### src/rtl/uart_sys_pkg.sv
// ----------------------------------------------------------------------------
// uart_sys_pkg
// Shared definitions for the UART system controller: sequencer state
// encoding, error-cause codes reported on err_code and the default frame
// opcodes.
// ----------------------------------------------------------------------------
package uart_sys_pkg;

   // Command sequencer states
   typedef enum logic [2:0] {
      StIdle,
      StWrAddr,
      StWrData,
      StWrExec,
      StRdAddr,
      StRdReq,
      StRdWait,
      StTxSend
   } state_t;

   // Error causes reported on err_code alongside the err pulse
   localparam logic [1:0] ERR_OVERRUN = 2'd0;
   localparam logic [1:0] ERR_OPCODE  = 2'd1;
   localparam logic [1:0] ERR_ADDR    = 2'd2;
   localparam logic [1:0] ERR_TIMEOUT = 2'd3;

   // Default frame opcodes
   localparam logic [7:0] WR_CMD = 8'hAA;
   localparam logic [7:0] RD_CMD = 8'hBB;

endpackage : uart_sys_pkg

### src/rtl/uart_sys_ctrl.sv
// ----------------------------------------------------------------------------
// uart_sys_ctrl
// Command sequencer between UART_RX, a register file and UART_TX. Byte frames
// from the receiver are parsed into register writes (opcode, addr, data) and
// register reads (opcode, addr). Read data is handed to the transmitter with
// a valid/busy handshake. All outputs are registered.
//
// Ports
//   CLK              system clock
//   RST              asynchronous active-low reset
//   RX_P_DATA        received byte
//   RX_D_VLD         single-cycle strobe qualifying RX_P_DATA
//   RF_WrEn          register-file write strobe (one cycle per write frame)
//   RF_RdEn          register-file read strobe (one cycle per read frame)
//   RF_Address       register-file address, held between frames
//   RF_WrData        register-file write data, held between frames
//   RF_RdData        register-file read data
//   RF_RdData_Valid  strobe qualifying RF_RdData
//   TX_P_DATA        byte to transmit, stable while TX_D_VLD is high
//   TX_D_VLD         transmit request, accepted when TX_BUSY is low
//   TX_BUSY          transmitter busy
//   err              single-cycle error pulse
//   err_code         error cause, valid with err, holds otherwise
// ----------------------------------------------------------------------------
module uart_sys_ctrl #(
   parameter int unsigned       DATA_W     = 8,
   parameter int unsigned       ADDR_W     = 4,
   parameter logic [DATA_W-1:0] WR_CMD     = uart_sys_pkg::WR_CMD,
   parameter logic [DATA_W-1:0] RD_CMD     = uart_sys_pkg::RD_CMD,
   parameter int unsigned       RD_TIMEOUT = 16
) (
   input  logic              CLK,
   input  logic              RST,
   input  logic [DATA_W-1:0] RX_P_DATA,
   input  logic              RX_D_VLD,
   output logic              RF_WrEn,
   output logic              RF_RdEn,
   output logic [ADDR_W-1:0] RF_Address,
   output logic [DATA_W-1:0] RF_WrData,
   input  logic [DATA_W-1:0] RF_RdData,
   input  logic              RF_RdData_Valid,
   output logic [DATA_W-1:0] TX_P_DATA,
   output logic              TX_D_VLD,
   input  logic              TX_BUSY,
   output logic              err,
   output logic [1:0]        err_code
);

   import uart_sys_pkg::*;

   localparam int unsigned CNT_W = $clog2(RD_TIMEOUT + 1);
   // The counter holds the number of cycles elapsed since RF_RdEn; the wait
   // gives up on the cycle whose increment reaches RD_TIMEOUT, so err lands
   // exactly RD_TIMEOUT cycles after the read strobe.
   localparam logic [CNT_W-1:0] CNT_MAX  = CNT_W'(RD_TIMEOUT);
   localparam logic [CNT_W-1:0] CNT_LAST = CNT_W'(RD_TIMEOUT - 1);

   state_t            state_q, state_d;
   logic [CNT_W-1:0]  cnt_q, cnt_d;
   logic [ADDR_W-1:0] addr_q, addr_d;
   logic [DATA_W-1:0] wdata_q, wdata_d;
   logic [DATA_W-1:0] tx_data_q, tx_data_d;
   logic              wr_en_q, rd_en_q, tx_vld_q;
   logic              err_q, err_d;
   logic [1:0]        code_q, code_d;
   logic              addr_ok;
   logic              busy_state;
   logic              timed_out;

   // Upper address bits beyond the register-file depth must be zero
   assign addr_ok   = (RX_P_DATA[DATA_W-1:ADDR_W] == '0);
   assign timed_out = (cnt_q >= CNT_LAST);

   always_comb begin
      state_d    = state_q;
      cnt_d      = cnt_q;
      addr_d     = addr_q;
      wdata_d    = wdata_q;
      tx_data_d  = tx_data_q;
      err_d      = 1'b0;
      code_d     = code_q;
      busy_state = 1'b0;

      unique case (state_q)
         StIdle: begin
            if (RX_D_VLD) begin
               if (RX_P_DATA == WR_CMD) begin
                  state_d = StWrAddr;
               end else if (RX_P_DATA == RD_CMD) begin
                  state_d = StRdAddr;
               end else begin
                  err_d  = 1'b1;
                  code_d = ERR_OPCODE;
               end
            end
         end

         StWrAddr, StRdAddr: begin
            if (RX_D_VLD) begin
               if (!addr_ok) begin
                  err_d   = 1'b1;
                  code_d  = ERR_ADDR;
                  state_d = StIdle;
               end else begin
                  addr_d  = RX_P_DATA[ADDR_W-1:0];
                  state_d = (state_q == StWrAddr) ? StWrData : StRdReq;
                  cnt_d   = '0;
               end
            end
         end

         StWrData: begin
            if (RX_D_VLD) begin
               wdata_d = RX_P_DATA;
               state_d = StWrExec;
            end
         end

         StWrExec: begin
            busy_state = 1'b1;
            state_d    = StIdle;
         end

         StRdReq: begin
            busy_state = 1'b1;
            cnt_d      = CNT_W'(1);
            state_d    = StRdWait;
         end

         StRdWait: begin
            busy_state = 1'b1;
            cnt_d      = (cnt_q == CNT_MAX) ? cnt_q : cnt_q + CNT_W'(1);
            // Valid data wins over a simultaneous timeout
            if (RF_RdData_Valid) begin
               tx_data_d = RF_RdData;
               state_d   = StTxSend;
            end else if (timed_out) begin
               err_d   = 1'b1;
               code_d  = ERR_TIMEOUT;
               state_d = StIdle;
            end
         end

         StTxSend: begin
            busy_state = 1'b1;
            if (!TX_BUSY) begin
               state_d = StIdle;
            end
         end

         default: state_d = StIdle;
      endcase

      // Bytes arriving while a command executes are dropped; a timeout
      // reported in the same cycle keeps its code.
      if (RX_D_VLD && busy_state && !err_d) begin
         err_d  = 1'b1;
         code_d = ERR_OVERRUN;
      end
   end

   always_ff @(posedge CLK or negedge RST) begin
      if (!RST) begin
         state_q   <= StIdle;
         cnt_q     <= '0;
         addr_q    <= '0;
         wdata_q   <= '0;
         tx_data_q <= '0;
         wr_en_q   <= 1'b0;
         rd_en_q   <= 1'b0;
         tx_vld_q  <= 1'b0;
         err_q     <= 1'b0;
         code_q    <= 2'd0;
      end else begin
         state_q   <= state_d;
         cnt_q     <= cnt_d;
         addr_q    <= addr_d;
         wdata_q   <= wdata_d;
         tx_data_q <= tx_data_d;
         // Strobes are registered from the next state so they coincide with
         // the cycle spent in the corresponding state.
         wr_en_q   <= (state_d == StWrExec);
         rd_en_q   <= (state_d == StRdReq);
         tx_vld_q  <= (state_d == StTxSend);
         err_q     <= err_d;
         code_q    <= code_d;
      end
   end

   assign RF_WrEn    = wr_en_q;
   assign RF_RdEn    = rd_en_q;
   assign RF_Address = addr_q;
   assign RF_WrData  = wdata_q;
   assign TX_P_DATA  = tx_data_q;
   assign TX_D_VLD   = tx_vld_q;
   assign err        = err_q;
   assign err_code   = code_q;

endmodule : uart_sys_ctrl

### config.mk
export PLATFORM = sky130hd
export DESIGN_NAME = uart_sys_ctrl
export DESIGN_NICKNAME = d
export VERILOG_FILES = /design/src/rtl/uart_sys_pkg.sv /design/src/rtl/uart_sys_ctrl.sv
export SDC_FILE = /design/constraint.sdc
export NUM_CORES = 1
export LEC_CHECK = 0
export ABC_AREA = 1
export CORE_MARGIN = 3
export CORE_UTILIZATION = 43
export DETAILED_ROUTE_END_ITERATION = 6
export PLACE_DENSITY = 0.76
export SYNTH_ARGS = -nofsm -noshare
export SYNTH_HDL_FRONTEND = slang
export SYNTH_SLANG_ARGS = --single-unit
### constraint.sdc
create_clock -name CLK -period 1.65 [get_ports CLK]
set_clock_uncertainty 0.2 [all_clocks]
set_input_delay 0.33 -clock CLK [delete_from_list [all_inputs] [get_ports CLK]]
set_output_delay 0.33 -clock CLK [all_outputs]
set_load 0.005 [all_outputs]
==> metrics.csv <==
metric,value,unit
avgSynthCellArea,7.92,sq um
ys_cells,215,
p_seq,0.00131,W
status,"complete, but fails checks",
wl_per_cell,11.1,microns
p_seq_frac,0.353,
grt.total_usage,0.173,
dr.pass1.iters,4,
fill_cells,306,
holdWs,0.206,ns
drv_slew,0,
nets,315,
r2r-end,RF_RdEn,
final_area,0.00257,sq mm
grt_max_degree,35,
numSynthFlops,34,
violations,negative setup slack,
setup_ws,-0.0839,ns
r2r-start,cnt_q[1],
top_usage_layer,met2,
top_area_cell,dfrtp_1,
worstPathArrival,1.70,ns
synthCells,215,
finalWeightedCongestion,0.819,
top_layer_used,met3,
internal_power,0.00253,W
lay_top_cells,"nand2_1, dfrtp_1, inv_1, buf_4, dlygate4sd2_1",
drive_above_1_share,0.219,
ys_sh_aoi,0.0816,
biggestCellCategory,sequential cells,
io_buffers,46,
met3_length,218,microns
clk_latency,0.28,ns
synth_seq_share,0.500,
synthTopCellsByArea,"dfrtp_1, nand2_1, inv_1, o21ai_0, nor2_1",
route.detailed.drc,0,
overflow,0,
core_area,0.00374,sq mm
post_cts_buffers,8,
io-pin-count,47,
grt_pass1_vias,1399,
worst_setup_path_start_kind,flip-flop,
cap_viol_max_count,0,
seq_cell_count,34,
max_stage_delay,0.37,ns
tritoncts,built,
setup_viol,2,
yosys_area,0.00170,sq mm
final_cells,340,
relSlewSlack,0.819,
wl_met1,1.75,mm
grt_setup_unrepaired,yes,
cts_resized,30,
area_growth,51.0,%
synthXorXnorAreaFrac,0,
mostFrequentLayoutCell,nand2_1,
ys_sh_adder,0.0220,
### I/O nets highlighted

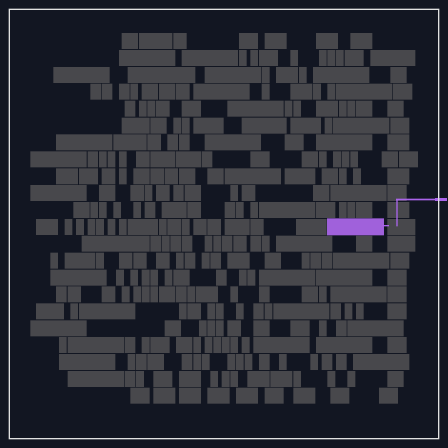
Purple stands for err, bits 1, direction output, edge right, end cells 1, buffers 1, wire 11.4 microns.

### Met3 routing

Bar = 20 microns.
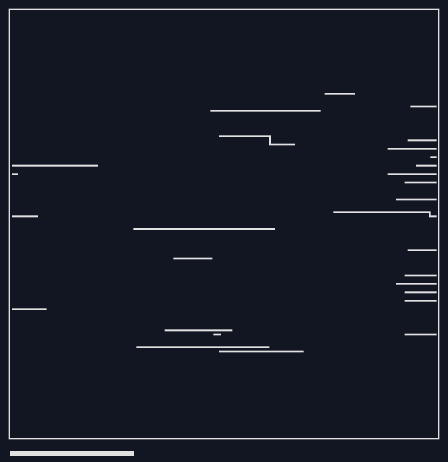
27 nets have wire on it. The layer carries 219 microns of wire. The layer holds 5.8% of the routed length. The longest straight run is 22.5 microns.

